[src/rtl/rpn_job_arbiter_if.sv]
// Bus bundle for the RPN job arbiter: two requester ports, two response
// ports, the converter token link, the calculator result link and status.
//
// Handshake: a transfer happens on a rising edge where stb && ack are both
// high; a sender holds stb and its payload stable until acked, and a
// receiver never derives its ack from its own outgoing stb.
interface rpn_job_arbiter_if;
    // requester token ports
    logic        req0_stb;
    logic [31:0] req0_data;
    logic        req0_is_operator;
    logic        req0_ack;
    logic        req1_stb;
    logic [31:0] req1_data;
    logic        req1_is_operator;
    logic        req1_ack;
    // requester response ports
    logic        rsp0_stb;
    logic [63:0] rsp0_data;
    logic        rsp0_err;
    logic        rsp0_ack;
    logic        rsp1_stb;
    logic [63:0] rsp1_data;
    logic        rsp1_err;
    logic        rsp1_ack;
    // shared pipeline side
    logic        cnv_stb;
    logic [31:0] cnv_data;
    logic        cnv_is_operator;
    logic        cnv_ack;
    logic        calc_stb;
    logic [63:0] calc_data;
    logic        calc_ack;
    // status and FSM visibility
    logic        busy;
    logic        owner;
    logic [1:0]  dbg_state;

    // environment view: requesters, converter and calculator
    modport master (
        output req0_stb, req0_data, req0_is_operator,
        output req1_stb, req1_data, req1_is_operator,
        input  req0_ack, req1_ack,
        input  rsp0_stb, rsp0_data, rsp0_err,
        input  rsp1_stb, rsp1_data, rsp1_err,
        output rsp0_ack, rsp1_ack,
        input  cnv_stb, cnv_data, cnv_is_operator,
        output cnv_ack,
        output calc_stb, calc_data,
        input  calc_ack,
        input  busy, owner, dbg_state
    );

    // arbiter view
    modport slave (
        input  req0_stb, req0_data, req0_is_operator,
        input  req1_stb, req1_data, req1_is_operator,
        output req0_ack, req1_ack,
        output rsp0_stb, rsp0_data, rsp0_err,
        output rsp1_stb, rsp1_data, rsp1_err,
        input  rsp0_ack, rsp1_ack,
        output cnv_stb, cnv_data, cnv_is_operator,
        input  cnv_ack,
        input  calc_stb, calc_data,
        output calc_ack,
        output busy, owner, dbg_state
    );
endinterface

[src/rtl/rpn_job_arbiter.sv]
// Round-robin arbiter sharing one converter->calculator RPN pipeline between
// two requesters. One whole expression is granted at a time; the result (or
// a watchdog error) is returned to the requester that owned the pipeline.
// CNT_W must satisfy 2**CNT_W > TIMEOUT_CYCLES.
module rpn_job_arbiter #(
    parameter logic [31:0] END_CODE       = 32'h0000_003D,
    parameter int unsigned TIMEOUT_CYCLES = 1024,
    parameter int unsigned CNT_W          = 11
) (
    input  logic             CLK,
    input  logic             RST,
    rpn_job_arbiter_if.slave bus
);

    localparam logic [1:0] S_IDLE    = 2'd0;
    localparam logic [1:0] S_FORWARD = 2'd1;
    localparam logic [1:0] S_WAIT    = 2'd2;
    localparam logic [1:0] S_DELIVER = 2'd3;

    logic [1:0]       r_state;
    logic             r_owner;
    logic [CNT_W-1:0] r_cnt;
    logic             r_rsp0_stb;
    logic [63:0]      r_rsp0_data;
    logic             r_rsp0_err;
    logic             r_rsp1_stb;
    logic [63:0]      r_rsp1_data;
    logic             r_rsp1_err;

    logic             w_sel_stb;
    logic [31:0]      w_sel_data;
    logic             w_sel_op;
    logic             w_grant_valid;
    logic             w_grant_idx;
    logic             w_in_fwd;
    logic             w_end_xfer;
    logic             w_timeout;
    logic             w_calc_take;
    logic             w_to_fire;
    logic             w_rsp_done;

    // select the owner's token stream and decide the next grant
    always_comb begin
        w_sel_stb  = r_owner ? bus.req1_stb : bus.req0_stb;
        w_sel_data = r_owner ? bus.req1_data : bus.req0_data;
        w_sel_op   = r_owner ? bus.req1_is_operator : bus.req0_is_operator;
        w_grant_valid = bus.req0_stb | bus.req1_stb;
        // on a tie the requester that did not win last time goes first
        if (bus.req0_stb && bus.req1_stb) begin
            w_grant_idx = ~r_owner;
        end else begin
            w_grant_idx = bus.req1_stb;
        end
    end

    // state-qualified events
    always_comb begin
        w_in_fwd    = (r_state == S_FORWARD);
        w_end_xfer  = w_in_fwd && w_sel_stb && bus.cnv_ack &&
                      w_sel_op && (w_sel_data == END_CODE);
        w_timeout   = (r_cnt == CNT_W'(TIMEOUT_CYCLES - 1));
        w_calc_take = (r_state == S_WAIT) && bus.calc_stb;
        // a result arriving on the timeout cycle still wins
        w_to_fire   = (r_state == S_WAIT) && !bus.calc_stb && w_timeout;
        w_rsp_done  = (r_state == S_DELIVER) &&
                      (r_owner ? bus.rsp1_ack : bus.rsp0_ack);
    end

    // combinational pass-through to the converter and ack routing
    always_comb begin
        bus.cnv_stb         = w_in_fwd && w_sel_stb;
        bus.cnv_data        = w_in_fwd ? w_sel_data : 32'd0;
        bus.cnv_is_operator = w_in_fwd && w_sel_op;
        bus.req0_ack        = w_in_fwd && !r_owner && bus.cnv_ack;
        bus.req1_ack        = w_in_fwd &&  r_owner && bus.cnv_ack;
        // results are taken (and dropped unless awaited) outside DELIVER
        bus.calc_ack        = RST && (r_state != S_DELIVER) && bus.calc_stb;
        bus.rsp0_stb        = r_rsp0_stb;
        bus.rsp0_data       = r_rsp0_data;
        bus.rsp0_err        = r_rsp0_err;
        bus.rsp1_stb        = r_rsp1_stb;
        bus.rsp1_data       = r_rsp1_data;
        bus.rsp1_err        = r_rsp1_err;
        bus.busy            = (r_state != S_IDLE);
        bus.owner           = r_owner;
        bus.dbg_state       = r_state;
    end

    // expression FSM, ownership and watchdog counter
    always_ff @(posedge CLK or negedge RST) begin
        if (!RST) begin
            r_state <= S_IDLE;
            r_owner <= 1'b1;
            r_cnt   <= '0;
        end else begin
            case (r_state)
                S_IDLE: begin
                    if (w_grant_valid) begin
                        r_owner <= w_grant_idx;
                        r_state <= S_FORWARD;
                    end
                end
                S_FORWARD: begin
                    if (w_end_xfer) begin
                        r_cnt   <= '0;
                        r_state <= S_WAIT;
                    end
                end
                S_WAIT: begin
                    r_cnt <= r_cnt + CNT_W'(1);
                    if (w_calc_take || w_to_fire) begin
                        r_state <= S_DELIVER;
                    end
                end
                default: begin
                    if (w_rsp_done) begin
                        r_state <= S_IDLE;
                    end
                end
            endcase
        end
    end

    // response registers for the owning requester
    always_ff @(posedge CLK or negedge RST) begin
        if (!RST) begin
            r_rsp0_stb  <= 1'b0;
            r_rsp0_data <= 64'd0;
            r_rsp0_err  <= 1'b0;
            r_rsp1_stb  <= 1'b0;
            r_rsp1_data <= 64'd0;
            r_rsp1_err  <= 1'b0;
        end else if (w_calc_take || w_to_fire) begin
            if (!r_owner) begin
                r_rsp0_stb  <= 1'b1;
                r_rsp0_data <= w_calc_take ? bus.calc_data : 64'd0;
                r_rsp0_err  <= w_to_fire;
            end else begin
                r_rsp1_stb  <= 1'b1;
                r_rsp1_data <= w_calc_take ? bus.calc_data : 64'd0;
                r_rsp1_err  <= w_to_fire;
            end
        end else if (w_rsp_done) begin
            if (!r_owner) begin
                r_rsp0_stb <= 1'b0;
                r_rsp0_err <= 1'b0;
            end else begin
                r_rsp1_stb <= 1'b0;
                r_rsp1_err <= 1'b0;
            end
        end
    end

endmodule

[src/flat_wrapper.sv]
// flat-port wrapper written by rule: the top's interface ports become plain ports
module rpn_job_arbiter_flat 
#(
    parameter logic [31:0] END_CODE       = 32'h0000_003D,
    parameter int unsigned TIMEOUT_CYCLES = 1024,
    parameter int unsigned CNT_W          = 11
)
  (CLK, RST, bus_req0_stb, bus_req0_data, bus_req0_is_operator, bus_req1_stb, bus_req1_data, bus_req1_is_operator, bus_req0_ack, bus_req1_ack, bus_rsp0_stb, bus_rsp0_data, bus_rsp0_err, bus_rsp1_stb, bus_rsp1_data, bus_rsp1_err, bus_rsp0_ack, bus_rsp1_ack, bus_cnv_stb, bus_cnv_data, bus_cnv_is_operator, bus_cnv_ack, bus_calc_stb, bus_calc_data, bus_calc_ack, bus_busy, bus_owner, bus_dbg_state);
  rpn_job_arbiter_if bus_i ();
  input  logic CLK;
  input  logic RST;
  input wire logic [$bits(bus_i.req0_stb)-1:0] bus_req0_stb;
  input wire logic [$bits(bus_i.req0_data)-1:0] bus_req0_data;
  input wire logic [$bits(bus_i.req0_is_operator)-1:0] bus_req0_is_operator;
  input wire logic [$bits(bus_i.req1_stb)-1:0] bus_req1_stb;
  input wire logic [$bits(bus_i.req1_data)-1:0] bus_req1_data;
  input wire logic [$bits(bus_i.req1_is_operator)-1:0] bus_req1_is_operator;
  output wire logic [$bits(bus_i.req0_ack)-1:0] bus_req0_ack;
  output wire logic [$bits(bus_i.req1_ack)-1:0] bus_req1_ack;
  output wire logic [$bits(bus_i.rsp0_stb)-1:0] bus_rsp0_stb;
  output wire logic [$bits(bus_i.rsp0_data)-1:0] bus_rsp0_data;
  output wire logic [$bits(bus_i.rsp0_err)-1:0] bus_rsp0_err;
  output wire logic [$bits(bus_i.rsp1_stb)-1:0] bus_rsp1_stb;
  output wire logic [$bits(bus_i.rsp1_data)-1:0] bus_rsp1_data;
  output wire logic [$bits(bus_i.rsp1_err)-1:0] bus_rsp1_err;
  input wire logic [$bits(bus_i.rsp0_ack)-1:0] bus_rsp0_ack;
  input wire logic [$bits(bus_i.rsp1_ack)-1:0] bus_rsp1_ack;
  output wire logic [$bits(bus_i.cnv_stb)-1:0] bus_cnv_stb;
  output wire logic [$bits(bus_i.cnv_data)-1:0] bus_cnv_data;
  output wire logic [$bits(bus_i.cnv_is_operator)-1:0] bus_cnv_is_operator;
  input wire logic [$bits(bus_i.cnv_ack)-1:0] bus_cnv_ack;
  input wire logic [$bits(bus_i.calc_stb)-1:0] bus_calc_stb;
  input wire logic [$bits(bus_i.calc_data)-1:0] bus_calc_data;
  output wire logic [$bits(bus_i.calc_ack)-1:0] bus_calc_ack;
  output wire logic [$bits(bus_i.busy)-1:0] bus_busy;
  output wire logic [$bits(bus_i.owner)-1:0] bus_owner;
  output wire logic [$bits(bus_i.dbg_state)-1:0] bus_dbg_state;
  assign bus_i.req0_stb = bus_req0_stb;
  assign bus_i.req0_data = bus_req0_data;
  assign bus_i.req0_is_operator = bus_req0_is_operator;
  assign bus_i.req1_stb = bus_req1_stb;
  assign bus_i.req1_data = bus_req1_data;
  assign bus_i.req1_is_operator = bus_req1_is_operator;
  assign bus_req0_ack = bus_i.req0_ack;
  assign bus_req1_ack = bus_i.req1_ack;
  assign bus_rsp0_stb = bus_i.rsp0_stb;
  assign bus_rsp0_data = bus_i.rsp0_data;
  assign bus_rsp0_err = bus_i.rsp0_err;
  assign bus_rsp1_stb = bus_i.rsp1_stb;
  assign bus_rsp1_data = bus_i.rsp1_data;
  assign bus_rsp1_err = bus_i.rsp1_err;
  assign bus_i.rsp0_ack = bus_rsp0_ack;
  assign bus_i.rsp1_ack = bus_rsp1_ack;
  assign bus_cnv_stb = bus_i.cnv_stb;
  assign bus_cnv_data = bus_i.cnv_data;
  assign bus_cnv_is_operator = bus_i.cnv_is_operator;
  assign bus_i.cnv_ack = bus_cnv_ack;
  assign bus_i.calc_stb = bus_calc_stb;
  assign bus_i.calc_data = bus_calc_data;
  assign bus_calc_ack = bus_i.calc_ack;
  assign bus_busy = bus_i.busy;
  assign bus_owner = bus_i.owner;
  assign bus_dbg_state = bus_i.dbg_state;
  rpn_job_arbiter #(.END_CODE(END_CODE), .TIMEOUT_CYCLES(TIMEOUT_CYCLES), .CNT_W(CNT_W)) u_core (.CLK(CLK), .RST(RST), .bus(bus_i));
endmodule
[config.mk]
export PLATFORM = sky130hd
export DESIGN_NAME = rpn_job_arbiter_flat
export DESIGN_NICKNAME = d
export VERILOG_FILES = /design/src/rtl/rpn_job_arbiter_if.sv /design/src/rtl/rpn_job_arbiter.sv /design/src/flat_wrapper.sv
export SDC_FILE = /design/constraint.sdc
export NUM_CORES = 1
export LEC_CHECK = 0
export CORE_MARGIN = 4
export CORE_UTILIZATION = 41
export DETAILED_ROUTE_END_ITERATION = 10
export PLACE_DENSITY = 0.88
export SLEW_MARGIN = 20
export SYNTH_ARGS = -nofsm -noshare
export SYNTH_HDL_FRONTEND = slang
export SYNTH_SLANG_ARGS = --single-unit
[constraint.sdc]
create_clock -name CLK -period 3.3 [get_ports CLK]
set_input_delay 0.33 -clock CLK [delete_from_list [all_inputs] [get_ports CLK]]
set_output_delay 0.33 -clock CLK [all_outputs]
set_load 0.005 [all_outputs]
==> run_1/final_clocks.png <==
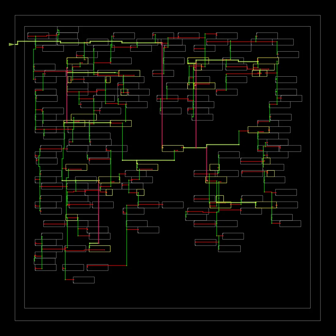
CTS sink count: 146
Inserted Clock Buffers: 17
worst skew pair latency: 420 ps
seq_cells: 146

==> run_1/met4.png <==
Scale: 3 px per um.
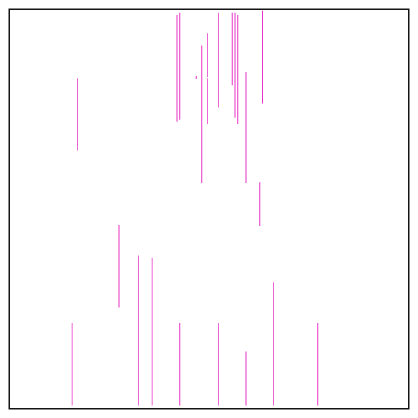
wire length on this layer: 671 um
main direction: vertical

==> changes_impl.md, run 1 <==
### Changed

- DPL Wire Length: approximately 16000 um
- Synth async-reset ratio: 100.0%
- H-Tree Level Count: 4
- Final worst setup slack: 469.2 ps
- Worst path max stage delay: between 700 and 800 ps
- RSZ-0062 raised after global routing: no
- Part of the power in combinational logic: 45.4%
- Clock buffers and inverters, area share: roughly 5.6%
- Outcome: complete, no violations
- Area of the multi-input gates: approximately 2500 um^2
- Mux area share: under 10%
- Vias/cell: roughly 5.5
- Largest net degree at the start of global routing: 51
- Area Growth Syn to Fin: 61.11%
- All-layer global routing usage: approximately 25%
- Worst path required time: around 3600 ps
- Register share of total power: about 34%
- Antenna Cells: 0
- First-pass GRT wire length: roughly 34000 um
- Yosys stat cell total: between 500 and 600
- # setup viols final: 0
- Fillers: between 1000 and 1500
- Worst hold path class: in -> async
- Crit path DAT: approximately 3100 ps
- Max FO, Critical Path: 14
- Post-synthesis cell area: about 6400 um^2
- Biggest area cells: dfrtp_1, a22o_1, mux2i_1
- Top non-seq family: AND-OR/OR-AND gates
- Sw Pwr: approximately 0.0028 W
- Rows: 45
- Fp util: 41.93%
- Reg2Reg Depth: 6
- DP Worst Slack: ~470 ps
- CP delay by family, top: AND-OR/OR-AND gates
- MI comb cells: ~320
- Clkbuf count: 19
- Reg2reg start: u_core.bus.owner
- Vias in the first global route: ~6000
- Chip Area, Yosys: 6374 um^2
- R2r endpoint: u_core.bus.dbg_state[1]
- Worst-Margin Slew: slightly below 700 ps
- Setup TNS: 0 ps
- Synth Area in XOR/XNOR: 0%
- Simple Share, Synth: 10.60%
- F_max: 353.3 MHz
- Post-synth EDFFs: 0
- Tmin final: 2831 ps
- Synth cell types: about 47
- Post-CTS Setup Inserts: 0
- Seq share, synth: 57.34%
- Reg2reg setup slack: approximately 470 ps
- Drt drc: 0
- CTS tree: done
- Port Buffers: slightly above 300
- Commonest cells post-synth: dfrtp_1, a22o_1, mux2i_1
- Crit path from: u_core.bus.owner
- Post-route ant nets: 0
- Worst setup endpoint: u_core.bus.dbg_state[1]
- Final nets: 961
- Max-slew violation count: 0
==> run_1/metal_stack.png <==
Scale: 2 px per um. Only two layers are drawn.
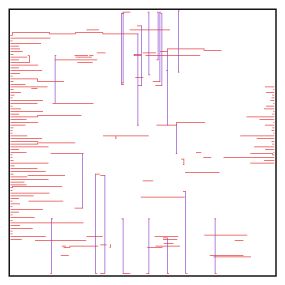
| color | layer | wire length |
|---|---|---|
| red | met3 | 1410 um |
| purple | met4 | 671 um |

==> run_1/gate_families.png <==
Scale: 3 px per um.
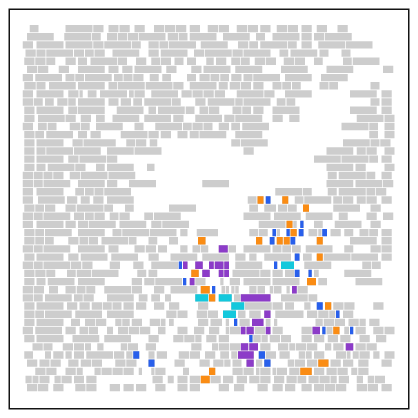
| color | family | cells |
|---|---|---|
| purple | inverting AOI/OAI gates | 23 |
| blue | NAND gates | 25 |
| orange | AND and OR gates | 21 |
| cyan | adder and majority cells | 5 |

==> run 1: layer usage <==
metal  track usage [%]  up-vias  part of all wire [%]
met2             40.39      227                    50
met3             7.186       48                   6.5
met5                 0        -                     0
met4             9.296        0                   3.1
met1             30.80     2796                    41
li1                  -     2579                     -
==> run 1: cells in the final DEF (no fill, tap or decap), drive strengths merged, types with 9 or more instances in the layout <==
master	count
clkdlybuf4s50	309
dfrtp	145
a22o	128
mux2i	34
nor2b	33
clkbuf	19
buf	18
nand2	13
nor2	13
a211o	10
nor4b	10
and3	9
==> run 1: flip-flops by register name, indices dropped and copies added, names as in the netlist <==
name and cells:
u_core.bus.rsp1_data 64, u_core.r_cnt 11, u_core.bus.rsp0_err 1, u_core.bus.rsp0_stb 1, u_core.bus.rsp1_stb 1, u_core.bus.dbg_state 2, u_core.bus.rsp1_err 1, u_core.bus.owner 1
u_core.bus.rsp0_data 64
==> run 1: power groups by stage <==
| stage | registers [W] | logic [W] | clock network [W] |
|---|---|---|---|
| 2_1_floorplan | 0.00305 | 0.00151 | 0 |
| 3_3_place_gp | 0.00305 | 0.00405 | 0 |
| 3_5_place_dp | 0.00304 | 0.00412 | 0 |
| 4_1_cts | 0.00307 | 0.00414 | 0.00187 |
| 5_1_grt | 0.00317 | 0.00435 | 0.00194 |
| 6_report | 0.00307 | 0.00409 | 0.00184 |
==> run 1: timing repair <==
item | 4_1_cts | 5_1_grt
hold buffers | 1 | 0
gates resized | 0 | 0
setup endpoints to repair | 0 | 0
endpoints found under the hold margin | 47 | 0
==> run 1: through the flow <==
step           cell area, um^2  util [%]  hold WS (ps)
2_1_floorplan             6374         -         34.41
5_1_grt                  10270     67.55         443.8
3_3_place_gp              9686     63.71         289.4
4_1_cts                  10270     67.55         406.6
6_report                 10270     67.55         404.2
3_5_place_dp              9686     63.71         294.9
==> run 1 -> run 2 <==
--- a/config.mk
+++ b/config.mk
@@ -9,6 +9,7 @@
 export CORE_UTILIZATION = 41
 export DETAILED_ROUTE_END_ITERATION = 10
 export PLACE_DENSITY = 0.88
+export SKIP_LAST_GASP = 1
 export SLEW_MARGIN = 20
 export SYNTH_ARGS = -nofsm -noshare
 export SYNTH_HDL_FRONTEND = slang
==> constraint.sdc (replaced) <==
create_clock -name CLK -period 3.3 [get_ports CLK]
set_input_delay 0.66 -clock CLK [delete_from_list [all_inputs] [get_ports CLK]]
set_output_delay 0.66 -clock CLK [all_outputs]
set_load 0.005 [all_outputs]
==> run_2/final_clocks.png <==
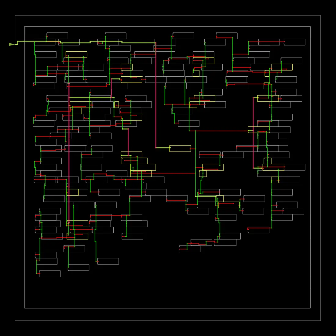
clkbuf count: 20
Clk. pwr: 0.00190 W
skew final: 15.36 ps

==> run_2/metal_stack.png <==
Scale: 2 px per um. Only two layers are drawn.
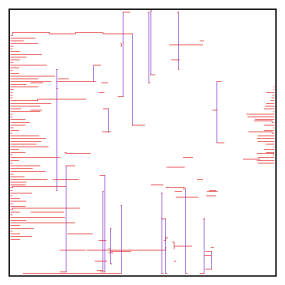
| color | layer | wire length |
|---|---|---|
| purple | met4 | 632 um |
| red | met3 | 1320 um |

==> run_2/met4.png <==
Scale: 3 px per um.
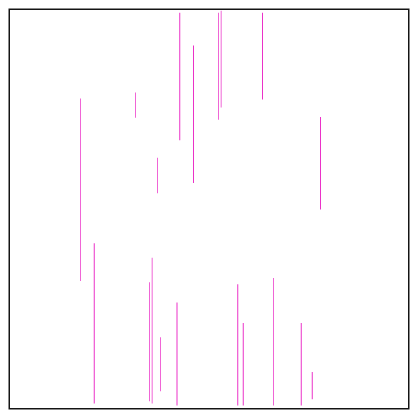
main direction: vertical
longest straight run: 60.5 um

==> run 2 against run 1 <==
  * Sequential share of layout area down 0.18 points
  * Setup slack lost 190 ps
  * Routed wire length up 1.4%
  * Clock skew hardly changed
  * Via count rose by 0.14%
  * Register-to-register slack worse by 60 ps
  * Non-clock buffer count decreased by 1
  * Synthesized cell count is the same
  * Critical path depth shrank 2
  * Cell area grew 0.51%
  * First-iteration DRC count up 19%
  * Power rose by 1.3%
==> changes_impl.md, run 2 <==
### Changed

- Final nets: 960 (-0.10%)
- Outcome: complete, no violations
- Port Buffers: 310 (unchanged)
- Fp util: 41.93% (unchanged)
- CTS tree: done
- Top non-seq family: AND-OR/OR-AND gates
- Drt drc: 0 (unchanged)
- Worst-Margin Slew: 828.1 ps (+132.3 ps)
- Top sig layer: met4
- Max FO, Critical Path: 18 (+4)
- Commonest cells post-synth: dfrtp_1, a22o_1, mux2i_1
- Tmin final: 3023 ps (+192.6 ps)
- Met3 layer usage reported by global route: 7.490% (+0.30 points)
- All-layer global routing usage: 24.75% (+0.19 points)
- Cts-stage hold buffer count: 0 (-1)
- Final hold vios: 0
- Post-synthesis cell area: 6374 um^2 (unchanged)
- Total grt overflow: 0
- Largest net degree at the start of global routing: 67 (+31%)
- Post-route ant nets: 0 (unchanged)
- Top cells excl fill/tap: clkdlybuf4s50_1, dfrtp_1, a22o_1
- Worst skew pair latency: 420 ps (about the same)
- Max-slew violation count: 0 (unchanged)
- Met3 WL: 1324 um (-6.3%)
- Fillers: 1121 (-0.97%)
- Rows: 45 (unchanged)
- Part of the power in combinational logic: 45.1% (-0.3 points)
- Biggest area cells: dfrtp_1, a22o_1, mux2i_1
- Synth Area in XOR/XNOR: 0% (unchanged)
- PostCTS Resize Cnt: 0 (unchanged)
- Post-DP Area: 9723 um^2 (+0.39%)
- CTS sink count: 146 (unchanged)
- Area Growth Syn to Fin: 61.93%
- Crit path DAT: 2360 ps (-770 ps)
- F_max: 330.8 MHz (-6.4%)
- Gr busiest metal: met2
- Power in combinational cells: 0.00411 W (about the same)
- Power per cell area: 882.9 nW/um^2
- Yosys stat cell total: 513 (unchanged)
- Setup TNS: 0 ps (unchanged)
- Top power group: combinational cells
- Dominant logic cell type in the layout: clkdlybuf4s50_1
- Worst path required time: 2640 ps (-960 ps)
- Final worst setup slack: 276.6 ps (-192.6 ps)
- Synth async-reset ratio: 100.0% (unchanged)
- Seq group: 0.00310 W (about the same)
- Worst hold path class: in -> async
- Post-synth EDFFs: 0 (unchanged)
- Inserted Clock Buffers: 17 (unchanged)
- Post-placement cell count: approximately 990
- First-pass GRT wire length: 33990 um (+0.78%)
- Seq share, synth: 57.34% (unchanged)
- M1 GR Usage: 31.24% (+0.43 points)
- Register share of total power: 34.0% (about the same)
- # setup viols final: 0 (unchanged)
- DRT met1 WL: 9201 um (+3.3%)
- Synth cell types: 47 (unchanged)
- WL met2: 11040 um (+1.3%)
- 1st-pass router iterations: 4
- Chip Area, Yosys: 6374 um^2 (unchanged)
- Sw Pwr: 0.002737 W (-0.52%)
- H-Tree Level Count: 4 (unchanged)
- RSZ-0062 raised after global routing: no
- DPL Wire Length: 16100 um (+0.86%)
- Met2 Resource Use GR: 40.24% (-0.14 points)
- Vias/cell: 5.558 (+0.24%)
-- run 2: logic make-up (layout without fill, tap and decap cells) --
| kind of cell | count (synthesis) | in the layout |
|---|---|---|
| AOI/OAI and AO/OA | 165 | 165 |
| DFF | 146 | 146 |
| and+or+nand+nor | 114 | 114 |
| buffers and inverters | 47 | 363 |
| muxes | 36 | 36 |
| adders and majority gates | 5 | 5 |
| other | 0 | 1 |
-- run 2: final cells by class --
type / count / area (um^2) / share of cell area (%)
multi-input combinational: 320 / 2532 / 24.54
clock inverter: 11 / 128.9 / 1.249
clock buffer: 20 / 466.7 / 4.522
sequential: 146 / 3655 / 35.41
timing repair buffer: 327 / 3282 / 31.80
tap: 188 / 235.2 / 2.279
inverter: 5 / 18.77 / 0.1818
antenna: 1 / 2.502 / 0.02425
-- run 2: through the flow --
stage               power, W  hold WS (ps)  util, %
finish              0.009112         55.78    67.89
global route        0.009564         57.00    67.89
CTS                 0.009201         45.03    67.88
detailed placement  0.007223         480.9    63.96
global placement    0.007125         481.8    63.96
floorplan           0.004561         364.4        -
-- run 2: worst max-delay path, cell delays in order, from the launching register on --
cell,delay [ps]
dfstp_2,830
buf_12,220
mux2i_1,340
nor2b_1,100
clkdlybuf4s50_1,460
-- run 2: worst paths after layout --
path                                          start                       end  slack (ps)  depth (start not counted)
max in group asynchronous                       RST  u_core.bus.rsp0_data[11]        2180                          2
min                                             RST  u_core.bus.rsp0_data[39]          60                          1
max reg2reg                        u_core.bus.owner           u_core.r_cnt[3]         410                          8
max                                u_core.bus.owner          bus_cnv_data[17]         280                          4
min in group CLK           u_core.bus.rsp1_data[59]  u_core.bus.rsp1_data[59]         500                          1
min reg2reg                u_core.bus.rsp1_data[59]  u_core.bus.rsp1_data[59]         500                          1
==> run 2 -> run 3 <==
--- a/config.mk
+++ b/config.mk
@@ -9,6 +9,7 @@
 export CORE_UTILIZATION = 41
 export DETAILED_ROUTE_END_ITERATION = 10
 export PLACE_DENSITY = 0.88
+export SKIP_CTS_REPAIR_TIMING = 1
 export SKIP_LAST_GASP = 1
 export SLEW_MARGIN = 20
 export SYNTH_ARGS = -nofsm -noshare
==> run_3/pins.png <==
Scale: 3 px per um. Pins as bars across the die edge, other pins in gray.
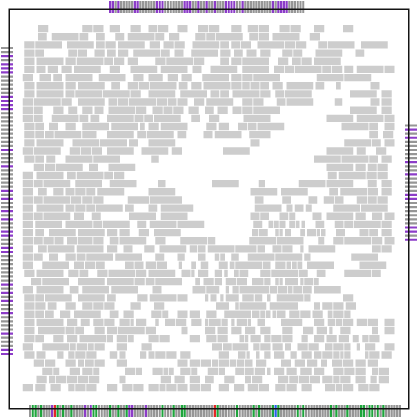
| color | port | pins | direction | edge |
|---|---|---|---|---|
| red | bus_dbg_state | 2 | output | bottom |
| purple | bus_calc_data | 64 | input | 25 left, 24 top, 9 right, 6 bottom |
| green | bus_req1_data | 32 | input | bottom |
| blue | bus_rsp1_err | 1 | output | bottom |
all pins by edge: 135 bottom, 76 left, 71 top, 29 right

==> run_3/met4.png <==
Scale: 3 px per um.
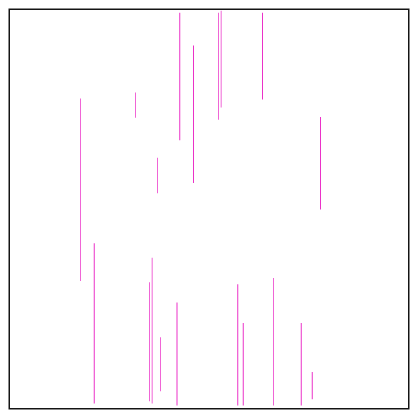
share of all routed wire: 2.9%
wire length on this layer: 632 um
main direction: vertical
nets with wire on the layer: 16
longest straight run: 60.5 um

==> run_3/gate_families.png <==
Scale: 3 px per um.
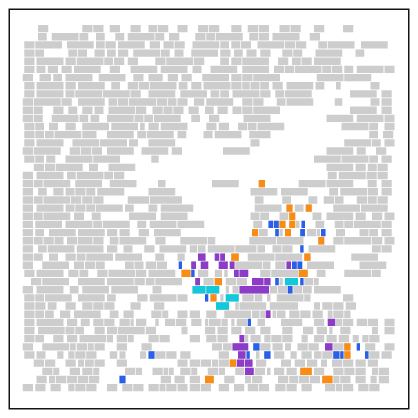
| color | family | cells |
|---|---|---|
| purple | inverting AOI/OAI gates | 23 |
| orange | AND and OR gates | 21 |
| blue | NAND gates | 25 |
| cyan | adder and majority cells | 5 |

==> run 3 against run 2 <==
  * Core utilization stayed put
  * Sequential power hardly changed
  * Final cell count stayed put
  * Largest cell class unchanged
  * Sequential share of layout area stayed put
  * Setup slack stayed put
  * Register-to-register slack hardly changed
  * Non-clock buffer count stayed put
  * Combinational power hardly changed
==> changes_impl.md, run 3 <==
### Changed

- Worst skew pair latency: 420 ps (about the same)
- Final nets: 960 (unchanged)
- Total grt overflow: 0 (unchanged)
- R2r endpoint: u_core.r_cnt[3]
- Sw Pwr: 0.002737 W (unchanged)
- Synth cell types: 47 (unchanged)
- CTS tree: done
- Setup TNS: 0 ps (unchanged)
- CTS sink count: 146 (unchanged)
- Inserted Clock Buffers: 17 (unchanged)
- Fp util: 41.93% (unchanged)
- Outcome: complete, no violations
- Worst path required time: 2640 ps (about the same)
- Post-synthesis cell area: 6374 um^2 (unchanged)
- Worst path buffer plus inverter count: 2 (unchanged)
- Dominant logic cell type in the layout: clkdlybuf4s50_1
- M1 GR Usage: 31.24% (unchanged)
- Biggest area cells: dfrtp_1, a22o_1, mux2i_1
- DPL Wire Length: 16100 um (unchanged)
- Reg2Reg Depth: 8 (unchanged)
- First-pass GRT wire length: 33990 um (unchanged)
- Met3 layer usage reported by global route: 7.490% (unchanged)
- Post-synth EDFFs: 0 (unchanged)
- Critical-path cell list: buf_12, mux2i_1, nor2b_1, clkdlybuf4s50_1
- Drt drc: 0 (unchanged)
- Top sig layer: met4
- DRT met1 WL: 9201 um (unchanged)
- Crit path from: u_core.bus.owner
- Worst hold path class: in -> async
- All-layer global routing usage: 24.75% (unchanged)
- Area of the multi-input gates: 2532 um^2 (unchanged)
- Power per cell area: 882.9 nW/um^2 (unchanged)
- Reg2reg setup slack: 410 ps (about the same)
- Commonest cells post-synth: dfrtp_1, a22o_1, mux2i_1
- Fillers: 1121 (unchanged)
- Skew final: 15.36 ps (unchanged)
- Chip Area, Yosys: 6374 um^2 (unchanged)
- Part of the power in combinational logic: 45.1% (about the same)
- Crit path DAT: 2360 ps (about the same)
- Reg2reg start: u_core.bus.owner
- Tmin final: 3023 ps (unchanged)
- Vias/cell: 5.558 (unchanged)
- Synth async-reset ratio: 100.0% (unchanged)
- CP max stage cell: dfstp_2
- RSZ-0062 raised after global routing: no
- WL met2: 11040 um (unchanged)
- Port Buffers: 310 (unchanged)
- Final worst setup slack: 276.6 ps (unchanged)
- Largest net degree at the start of global routing: 67 (unchanged)
- Yosys stat cell total: 513 (unchanged)
- Met2 Resource Use GR: 40.24% (unchanged)
- Seq share, synth: 57.34% (unchanged)
- Top cells excl fill/tap: clkdlybuf4s50_1, dfrtp_1, a22o_1
- Max-slew violation count: 0 (unchanged)
==> run 3: power by group through the flow <==
stage	Combinational (W)	Sequential [W]	Clock, W
2_1_floorplan	0.00151	0.00305	0
3_3_place_gp	0.00406	0.00307	0
3_5_place_dp	0.00416	0.00307	0
4_1_cts	0.00416	0.00310	0.00194
5_1_grt	0.00437	0.00319	0.00200
6_report	0.00411	0.00310	0.00190
==> run 3: cell type report <==
type,count,area share (%)
multi-input cells,320,24.54
repair buffers,327,31.80
clock buffers,20,4.522
flip-flops and latches,146,35.41
clock inverters,11,1.249
well taps,188,2.279
diodes,1,0.02425
inverters,5,0.1818
==> run 3: worst min path at each step <==
stage | endpoint | slack, ps | depth (start not counted)
floorplan | u_core.bus.dbg_state[0] | 360 | 0
global placement | u_core.bus.rsp0_data[45] | 480 | 1
detailed placement | u_core.bus.rsp0_data[21] | 480 | 1
CTS | u_core.bus.rsp1_data[36] | 50 | 1
global route | u_core.bus.rsp0_data[41] | 60 | 1
finish | u_core.bus.rsp0_data[39] | 60 | 1
==> run 3: cells by family (layout without fill, tap and decap cells) <==
kind of cell	Yosys count	in the layout	share of synthesized area, %
other	0	1	0
buffers and inverters	47	363	2.964
flip-flops	146	146	57.34
multiplexers	36	36	5.693
AND-OR/OR-AND	165	165	22.42
AND/OR/NAND/NOR	114	114	10.60
adder cells (fa/ha/maj)	5	5	0.9815
==> run 3: per-stage QoR <==
step / power, W / cell area (um^2) / util [%] / hold WS (ps) / cells
floorplan: 0.004561 / 6374 / - / 364.4 / 513
global placement: 0.007125 / 9723 / 63.96 / 481.8 / 986
detailed placement: 0.007223 / 9723 / 63.96 / 480.9 / 986
CTS: 0.009201 / 10320 / 67.88 / 45.03 / 1017
global route: 0.009564 / 10320 / 67.89 / 57.00 / 1018
finish: 0.009112 / 10320 / 67.89 / 55.78 / 1018
Power is estimated from default activity; no workload was simulated.
